$ cat config.mk
export PLATFORM = sky130hd
export DESIGN_NAME = logic_pipe
export DESIGN_NICKNAME = d
export VERILOG_FILES = /design/src/rtl/logic_pipe_pkg.sv /design/src/rtl/logic_pipe_stage.sv /design/src/rtl/logic_pipe.sv
export SDC_FILE = /design/constraint.sdc
export NUM_CORES = 1
export LEC_CHECK = 0
export CORE_MARGIN = 1.5
export CORE_UTILIZATION = 53
export DETAILED_ROUTE_END_ITERATION = 6
export GPL_TIMING_DRIVEN = 0
export PLACE_DENSITY = 0.92
export SYNTH_ARGS = -nofsm -noshare
export SYNTH_HDL_FRONTEND = slang
export SYNTH_HIERARCHICAL = 1
export SYNTH_SLANG_ARGS = --single-unit
export TNS_END_PERCENT = 50
$ cat constraint.sdc
create_clock -name clk -period 1.65 [get_ports clk]
set_clock_uncertainty 0.05 [all_clocks]
set_input_delay 0.2475 -clock clk [delete_from_list [all_inputs] [get_ports clk]]
set_output_delay 0.2475 -clock clk [all_outputs]
set_load 0.05 [all_outputs]
$ cat src/rtl/logic_pipe_pkg.sv
// Shared definitions for the logic_pipe block: the 2-bit operation encoding
// used on the op port and by the first pipeline stage.
package logic_pipe_pkg;

    localparam int OP_W = 2;

    typedef enum logic [OP_W-1:0] {
        OP_AND = 2'b00,
        OP_OR  = 2'b01,
        OP_XOR = 2'b10,
        OP_NOR = 2'b11
    } op_e;

endpackage

$ cat src/rtl/logic_pipe_stage.sv
// Generic single-entry valid/ready register stage. Ready is asserted whenever
// the stage is empty or its content leaves this cycle, so stages chain with no bubble.
module logic_pipe_stage #(
    parameter int WIDTH = 32
) (
    input  logic             clk,
    input  logic             rst,
    input  logic             in_valid,
    output logic             in_ready,
    input  logic [WIDTH-1:0] in_data,
    output logic             out_valid,
    input  logic             out_ready,
    output logic [WIDTH-1:0] out_data
);

    logic             valid_q, valid_d;
    logic [WIDTH-1:0] data_q, data_d;

    // Data only changes on an accepted beat, so a stalled or drained stage keeps its value.
    always_comb begin
        in_ready = !valid_q || out_ready;
        valid_d  = valid_q;
        data_d   = data_q;
        if (in_ready) begin
            valid_d = in_valid;
            if (in_valid) begin
                data_d = in_data;
            end
        end
    end

    always_ff @(posedge clk) begin
        if (rst) begin
            valid_q <= 1'b0;
            data_q  <= '0;
        end else begin
            valid_q <= valid_d;
            data_q  <= data_d;
        end
    end

    assign out_valid = valid_q;
    assign out_data  = data_q;

endmodule

$ cat src/rtl/logic_pipe.sv
// Two-stage valid/ready bitwise logic unit: S1 holds the AND/OR/XOR/NOR result,
// S2 holds the result plus flags. Define LOGIC_PIPE_PARITY_EN to add the parity output.
module logic_pipe
    import logic_pipe_pkg::*;
#(
    parameter int WIDTH     = 32,
    parameter int ZERO_FLAG = 1
) (
    input  logic             clk,
    input  logic             rst,
    input  logic             in_valid,
    output logic             in_ready,
    input  logic [WIDTH-1:0] a,
    input  logic [WIDTH-1:0] b,
    input  op_e              op,
    output logic             out_valid,
    input  logic             out_ready,
    output logic [WIDTH-1:0] out,
    output logic             zero
`ifdef LOGIC_PIPE_PARITY_EN
    ,
    output logic             parity
`endif
);

`ifdef LOGIC_PIPE_PARITY_EN
    localparam int S2W = WIDTH + 2;
`else
    localparam int S2W = WIDTH + 1;
`endif

    logic [WIDTH-1:0] opResult;
    logic [WIDTH-1:0] s1Data;
    logic             s1Valid;
    logic             s2Ready;
    logic             s1Zero;
    logic [S2W-1:0]   s2In;
    logic [S2W-1:0]   s2Data;

    always_comb begin
        opResult = '0;
        case (op)
            OP_AND: opResult = a & b;
            OP_OR:  opResult = a | b;
            OP_XOR: opResult = a ^ b;
            OP_NOR: opResult = ~(a | b);
        endcase
    end

    logic_pipe_stage #(.WIDTH(WIDTH)) uStage1 (
        .clk       (clk),
        .rst       (rst),
        .in_valid  (in_valid),
        .in_ready  (in_ready),
        .in_data   (opResult),
        .out_valid (s1Valid),
        .out_ready (s2Ready),
        .out_data  (s1Data)
    );

    // Flags are derived from the registered S1 result, never from the raw operands.
    assign s1Zero = (ZERO_FLAG != 0) ? (s1Data == '0) : 1'b0;

`ifdef LOGIC_PIPE_PARITY_EN
    assign s2In = {^s1Data, s1Zero, s1Data};
`else
    assign s2In = {s1Zero, s1Data};
`endif

    logic_pipe_stage #(.WIDTH(S2W)) uStage2 (
        .clk       (clk),
        .rst       (rst),
        .in_valid  (s1Valid),
        .in_ready  (s2Ready),
        .in_data   (s2In),
        .out_valid (out_valid),
        .out_ready (out_ready),
        .out_data  (s2Data)
    );

    assign out  = s2Data[WIDTH-1:0];
    assign zero = s2Data[WIDTH];
`ifdef LOGIC_PIPE_PARITY_EN
    assign parity = s2Data[WIDTH+1];
`endif

endmodule

==> notes.md <==
run results: switching portion of total power=29.8%, YS chip area=5190 um2, reg-to-reg setup timing slack=0.22 ns, wirelength, routed=12.4 mm, I/O pin count=105, share of cells above drive strength 1=17.8%, met3 usage=3.49%, hpwl dp=9.77 mm, area fraction in xor and xnor cells=5.40%, Top Usage Layer GRT=met2, Commonest flop=dfxtp_1, global-route wire length before repair=20.3 mm, internal power=0.00288 W, met1 Use GR=31.6%, maxcap violations=0, Core Rows=35, Post-synth EDFFs=0, area leader, netlist=dfxtp_1, CTS resizes=47, PwrDens=629 nW/um2, yosys warns=6, Reg area=1350 um2, outcome=complete, no violations, initial antenna violation count=0
==> images/registers.png <==
Scale bar: 20 um.
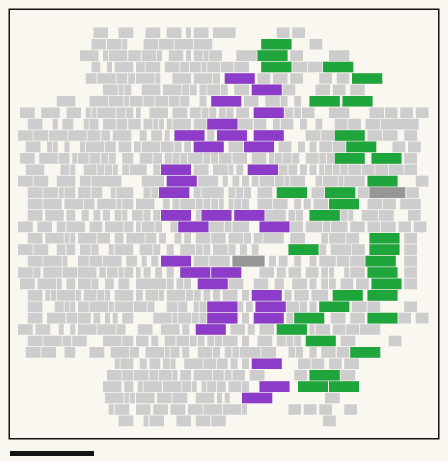
legend:
  `uStage2/out_data`:
    color: green
    flops: 33
    where: a column on the right
  `uStage1/out_data`:
    color: purple
    flops: 32
not colored: 2

==> images/zoom.png <==
Scale bar: 5 um. Region (41, 61) to (61, 81) um. Cells in gray, sequential cells in the stronger gray; small squares are vias.
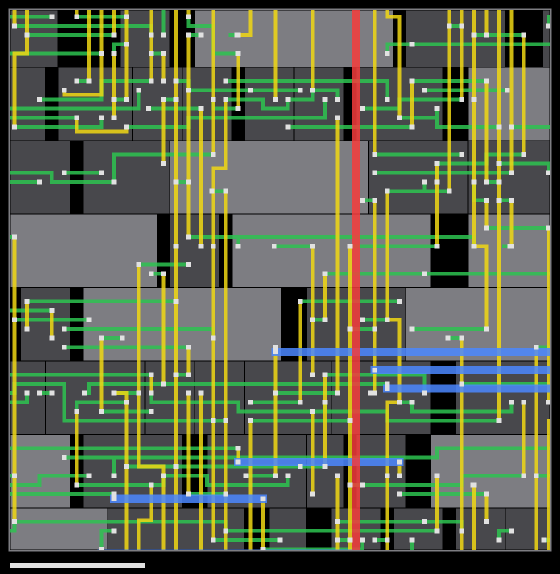
legend:
  met4:
    color: red
  met2:
    color: yellow
  met1:
    color: green
  met3:
    color: blue
most frequent: nand3_1 (7), dfxtp_1 (7), a21oi_1 (5)
netlist names of flops here include: `uStage1/out_data` (7)
cells with their middle in the window: 38
sequential cells in the window: 7

==> images/final_congestion.png <==
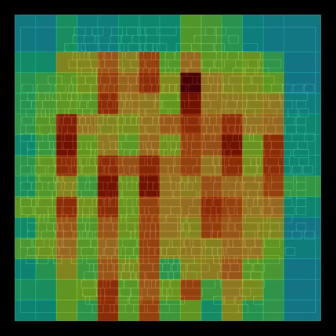
WL per Instance: 14.9 um
GRT Util Overall: 24.6%

Power is estimated from default activity; no workload was simulated.
